`src/rtl/mem_access_unit.sv`:
```
// mem_access_unit: EX/MEM load/store unit with byte-lane alignment, ack handshake and timeout fault
module mem_access_unit #(
    parameter int WORD_SIZE = 32,
    parameter int ADDR_SIZE = 10,
    parameter int TIMEOUT   = 16
) (
    input  logic                 clk,
    input  logic                 rst,
    input  logic                 ex_valid,
    input  logic [WORD_SIZE-1:0] alu_result,
    input  logic [WORD_SIZE-1:0] rdata2,
    input  logic [2:0]           funct3,
    input  logic [4:0]           rd,
    input  logic                 en_write_reg,
    input  logic                 mem_read,
    input  logic                 mem_write,
    input  logic                 write_source,
    output logic                 stall,
    output logic                 dmem_req,
    output logic                 dmem_we,
    output logic [ADDR_SIZE-1:0] dmem_addr,
    output logic [WORD_SIZE-1:0] dmem_wdata,
    output logic [3:0]           dmem_wstrb,
    input  logic [WORD_SIZE-1:0] dmem_rdata,
    input  logic                 dmem_ack,
    output logic                 wb_valid,
    output logic [4:0]           wb_rd,
    output logic                 wb_en_write_reg,
    output logic [WORD_SIZE-1:0] wb_data,
    output logic                 mem_fault
);
    localparam int CW = $clog2(TIMEOUT + 1);
    localparam logic [CW-1:0] LAST = CW'(TIMEOUT - 1);

    typedef enum logic {IDLE, BUSY} state_t;

    state_t               state, state_n;
    logic [CW-1:0]        cnt;
    logic [2:0]           f3_q;
    logic [1:0]           off_q;
    logic [4:0]           rd_q;
    logic                 en_q, ws_q;
    logic [WORD_SIZE-1:0] alu_q;
    logic [1:0]           off;
    logic                 mem_op, misaligned, bad, go, done, expire;
    logic [3:0]           wstrb;
    logic [WORD_SIZE-1:0] wdata, shifted, load;

    // funct3[1] set means word access, which also covers the 011/110/111 codes
    assign off        = alu_result[1:0];
    assign mem_op     = ex_valid & (mem_read | mem_write);
    assign misaligned = funct3[1] ? (off != 2'b00) : (funct3[0] & off[0]);
    assign bad        = mem_op & ((mem_read & mem_write) | misaligned);
    assign go         = mem_op & ~bad;
    assign done       = (state == BUSY) & dmem_ack;
    assign expire     = (state == BUSY) & ~dmem_ack & (cnt == LAST);
    assign wstrb      = funct3[1] ? 4'b1111 : ((funct3[0] ? 4'b0011 : 4'b0001) << off);
    assign wdata      = funct3[1] ? rdata2 :
                        funct3[0] ? {(WORD_SIZE/16){rdata2[15:0]}} : {(WORD_SIZE/8){rdata2[7:0]}};
    assign shifted    = dmem_rdata >> {off_q, 3'b000};
    assign load       = f3_q[1] ? dmem_rdata :
                        f3_q[0] ? {{(WORD_SIZE-16){~f3_q[2] & shifted[15]}}, shifted[15:0]} :
                                  {{(WORD_SIZE-8){~f3_q[2] & shifted[7]}}, shifted[7:0]};

    // state register
    always_ff @(posedge clk) begin
        if (rst) state <= IDLE;
        else     state <= state_n;
    end

    // next state, request and stall; a timeout releases the stall in its final cycle
    always_comb begin
        state_n  = state;
        stall    = 1'b0;
        dmem_req = 1'b0;
        if (state == IDLE) begin
            stall   = go;
            state_n = go ? BUSY : IDLE;
        end else begin
            dmem_req = 1'b1;
            stall    = ~dmem_ack & ~expire;
            state_n  = (dmem_ack | expire) ? IDLE : BUSY;
        end
    end

    // request latch, BUSY cycle counter and MEM/WB register
    always_ff @(posedge clk) begin
        if (rst) begin
            cnt             <= '0;
            dmem_we         <= 1'b0;
            dmem_addr       <= '0;
            dmem_wdata      <= '0;
            dmem_wstrb      <= 4'b0000;
            f3_q            <= 3'b000;
            off_q           <= 2'b00;
            rd_q            <= 5'd0;
            en_q            <= 1'b0;
            ws_q            <= 1'b0;
            alu_q           <= '0;
            wb_valid        <= 1'b0;
            wb_rd           <= 5'd0;
            wb_en_write_reg <= 1'b0;
            wb_data         <= '0;
            mem_fault       <= 1'b0;
        end else begin
            cnt <= (state == BUSY) ? cnt + 1'b1 : '0;
            if (state == IDLE && go) begin
                dmem_we    <= mem_write;
                dmem_addr  <= alu_result[ADDR_SIZE+1:2];
                dmem_wdata <= wdata;
                dmem_wstrb <= wstrb;
                f3_q       <= funct3;
                off_q      <= off;
                rd_q       <= rd;
                en_q       <= en_write_reg;
                ws_q       <= write_source;
                alu_q      <= alu_result;
            end
            if (state == IDLE) begin
                wb_valid        <= ex_valid & ~go;
                wb_rd           <= rd;
                wb_en_write_reg <= ex_valid & en_write_reg & ~bad & ~go;
                wb_data         <= alu_result;
                mem_fault       <= bad;
            end else begin
                wb_valid        <= done | expire;
                wb_rd           <= rd_q;
                wb_en_write_reg <= done & en_q;
                wb_data         <= (done & ws_q) ? load : alu_q;
                mem_fault       <= expire;
            end
        end
    end
endmodule
```
`config.mk`:
```
export PLATFORM = sky130hd
export DESIGN_NAME = mem_access_unit
export DESIGN_NICKNAME = d
export VERILOG_FILES = /design/src/rtl/mem_access_unit.sv
export SDC_FILE = /design/constraint.sdc
export NUM_CORES = 1
export LEC_CHECK = 0
export ABC_CLOCK_PERIOD_IN_PS = 4140
export CAP_MARGIN = 20
export CORE_ASPECT_RATIO = 1.4
export CORE_MARGIN = 10
export CORE_UTILIZATION = 40
export DETAILED_ROUTE_END_ITERATION = 16
export GPL_TIMING_DRIVEN = 0
export MAX_ROUTING_LAYER = met4
export PLACE_DENSITY = 0.72
export SYNTH_ARGS = -nofsm -noshare
export SYNTH_HDL_FRONTEND = slang
export SYNTH_SLANG_ARGS = --single-unit
```
`constraint.sdc`:
```
create_clock -name clk -period 4.14 [get_ports clk]
set_input_delay 0.828 -clock clk [delete_from_list [all_inputs] [get_ports clk]]
set_output_delay 0.828 -clock clk [all_outputs]
set_load 0.005 [all_outputs]
```
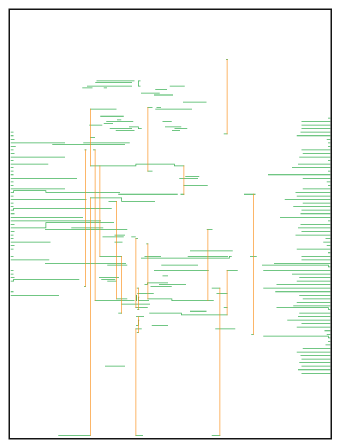
Figure 1: run 1, wiring by layer.
Only two layers are drawn.
| layer | color | wire length |
|---|---|---|
| met3 | green | 1,990 um |
| met4 | orange | 638 um |
vias: 6,239
Tot GR Track Use: 0.228
wire length after detailed routing: 23.2 mm
average wire per cell in the routed design: 20.9 um

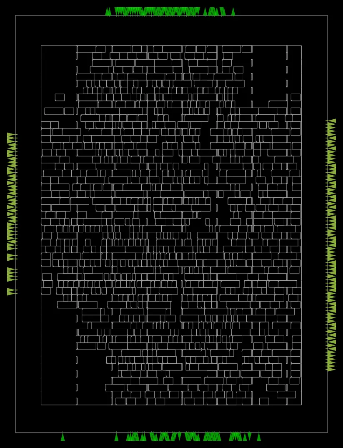
Figure 2: run 1, cell outlines without signal wires.
Flop Count: 125
fill cell total of the finished layout: 1,334
core area: 14,500 um^2
Tap Count: 189

==> results.env, run 1 <==
OUTCOME='finished, final reports clean'
FP_UTIL=0.409
CTS-RESIZED-GATES=0
DIEHEIGHT_UM=164
P_COMB_FRAC=0.167
ROWS=52
CLK-INSERTION-DELAY-LATE_NS=0.42
TNS_NS=0
FINAL_CYCLE_SHARE=0.921
FINAL-CLK-CELL-SHARE=0.0679
YOSYS.AREA_SHARE.ADDER=0.00421
LOG.WARNING_COUNT=26
GRT_START_MAX_NET_PINS=17
TOTAL_DIE_AREA_UM2=20200
HOLD_START='cnt[0]'
FINAL_LAYOUT_SIZE_SUFFIX_GT1_FRAC=0.0847
YOSYS_WARNINGS=0
DETAILROUTE.WIRELENGTH.MET3_MM=1.99
CLKSLEWWORSTSETUPHOLDPATHS_NS=0.05
SYNTHTOPLOGICFAMILY='AND-OR/OR-AND gates'
NUMBER_OF_FLOPS_MAPPED_TO_ENABLE_CELLS_BY_YOSYS=0
YS_CHIP_AREA_UM2=5940
TIMING.RR.END='wb_data[0]'
POWER_SEQUENTIAL_W=0.00129
MAX-CLOCK-PATH-BUFFERS=2
SYNTH.YOSYS.NUM_CELLS=692
P_SW_FRAC=0.256
NUM-CLOCK-BUFFERS=22
WORST-PATH-MAX-FANOUT=10
BUF_INV_ON_CP=5
NUMBER_OF_ANTENNA_VIOLATIONS_AT_THE_FIRST_CHECK_IN_GLOBAL_ROUTING=0
LARGEST_DELAY_SHARE_FAMILY_WORST_PATH='buffers and inverters'
SYN_TO_FINAL_GROWTH_PCT=47.4
CTS.HTREE.LEVELS=4
TIMING.CRITICAL_PATH.CELLS='clkdlybuf4s50_1 > or2_1 > buf_2 > and2_1 > buf_2 > buf_2 > nand2_1 > nand2_1 > clkdlybuf4s50_1'
M1_GR_USAGE=0.258
POST_SYNTH_MOST_FREQUENT_CELLS='dfxtp_1, a21oi_1, nand3_1'
CTS_TREE='built'
QUANTITY_OF_I_O_BUFFERS_INSERTED_ON_PORTS=198
POSTLAYOUTCELLAREA_UM2=8750
CELL_DEPTH_OF_THE_WORST_FLOP_TO_FLOP_PATH=5
SYNTHFLOPTYPE='dfxtp_1'
CTS_INSERTED_BUFFERS=17
TIMING.CRITICAL_PATH.DEPTH=9
SH_COMB_AREA=0.346
MI_LOGIC_AREA_UM2=3030
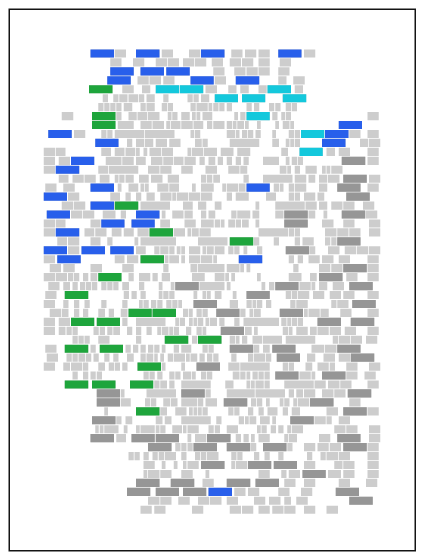
Figure 3: run 1, where the registers sit.
| name in the netlist | color | sequential cells |
|---|---|---|
| wb_data | blue | 32 |
| alu_q | green | 22 |
| dmem_addr | cyan | 9 |
not colored: 62
area taken by flip-flops and latches: 2500 um^2
proportion of cell area occupied by registers: 0.286

--- run 2 (diff from run 1) ---
Settings changed: CORE_ASPECT_RATIO 1.4 to not set.
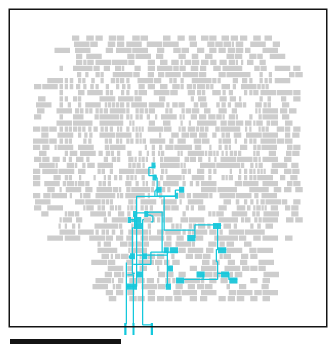
Figure 4: run 2, port wiring.
The bar under the picture is 50 um long.
| port | color | bits | direction | edge | end cells | wire |
|---|---|---|---|---|---|---|
| funct3 | cyan | 3 | input | bottom | 26 | 446 um |
count of pins on the block boundary: 201
quantity of I/O buffers inserted on ports: 198

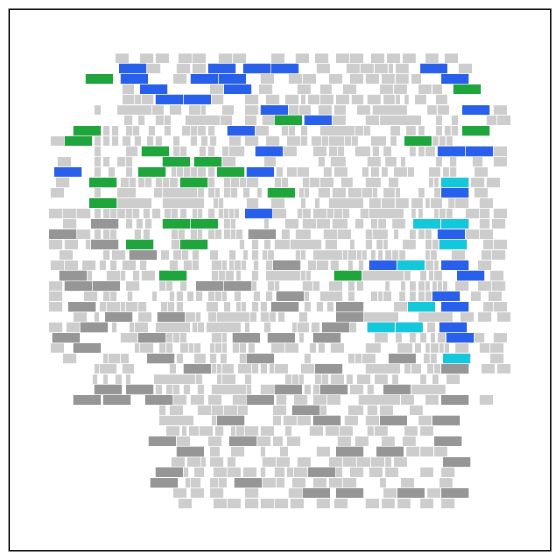
Figure 5: run 2, where the registers sit.
| name in the netlist | color | sequential cells |
|---|---|---|
| wb_data | blue | 32 |
| alu_q | green | 22 |
| dmem_addr | cyan | 9 |
not colored: 62
proportion of cell area occupied by registers: 0.284
Power Sequential: 0.00129 W

==> results.env, run 2 <==
OUTCOME='finished, final reports clean'
FINAL_CYCLE_SHARE=0.934  # +0.0123
TIMING.RR.END='wb_data[26]'
FP_UTIL=0.409  # -0.000705
ROWS=44  # -15%
CTS-RESIZED-GATES=0  # unchanged
FINAL-CLK-CELL-SHARE=0.0744  # +0.00652
FINAL_LAYOUT_SIZE_SUFFIX_GT1_FRAC=0.0868  # +0.00208
YOSYS_WARNINGS=0  # unchanged
SYNTHTOPLOGICFAMILY='AND-OR/OR-AND gates'
FILLERS=1294  # -3.0%
NWELLTAPS=184  # -2.6%
SYNTHFLOPTYPE='dfxtp_1'
YS_CHIP_AREA_UM2=5940  # unchanged
ROUTE.DETAILED.WL_PER_INST_UM=21.1  # +0.89%
MAX-CLOCK-PATH-BUFFERS=2  # unchanged
DETAILROUTE.WIRELENGTH.MET3_MM=1.72  # -13%
LOG.WARNING_COUNT=26  # unchanged
TIMING.CRITICAL_PATH.CELLS='clkdlybuf4s50_1 > and2b_1 > and2_1 > buf_2 > buf_2 > nand2_1 > nand2_1 > clkdlybuf4s50_1'
NUMBER_OF_FLOPS_MAPPED_TO_ENABLE_CELLS_BY_YOSYS=0  # unchanged
CLKSLEWWORSTSETUPHOLDPATHS_NS=0.05  # about the same
SEQ_CELL_COUNT=125  # unchanged
M1_GR_USAGE=0.288  # +0.0301
CTS_TREE='built'
SYN_TO_FINAL_GROWTH_PCT=48.3
POSTLAYOUTCELLAREA_UM2=8810  # +0.66%
NUM-CLOCK-BUFFERS=18  # -18%
TNS_NS=0  # unchanged
POST_SYNTH_MOST_FREQUENT_CELLS='dfxtp_1, a21oi_1, nand3_1'
SH_COMB_AREA=0.344  # -0.00226
LARGEST_DELAY_SHARE_FAMILY_WORST_PATH='buffers and inverters'
MI_LOGIC_AREA_UM2=3030  # unchanged
WORST-PATH-MAX-FANOUT=10  # unchanged
VIAS=6340  # +1.6%
BUF_INV_ON_CP=4  # -1
TRACK_USAGE=0.228  # about the same
HOLD_START='cnt[0]'
P_SW_FRAC=0.249  # -0.00639
CTS.HTREE.LEVELS=4  # unchanged
P_COMB_FRAC=0.160  # -0.007
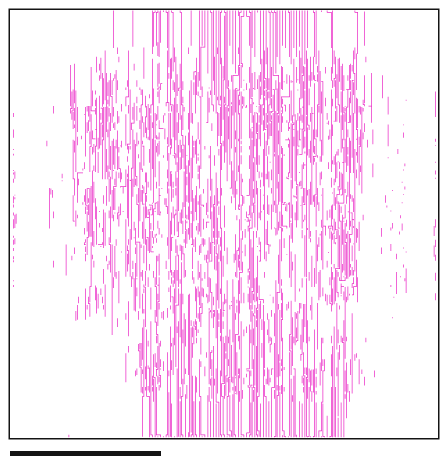
Figure 6: run 2, met2 routing.
The bar under the picture is 50 um long.
main direction: vertical
longest straight run: 53.2 um
share of all routed wire: 49%
nets with wire on the layer: 865

Power and IR drop assume default switching activity.
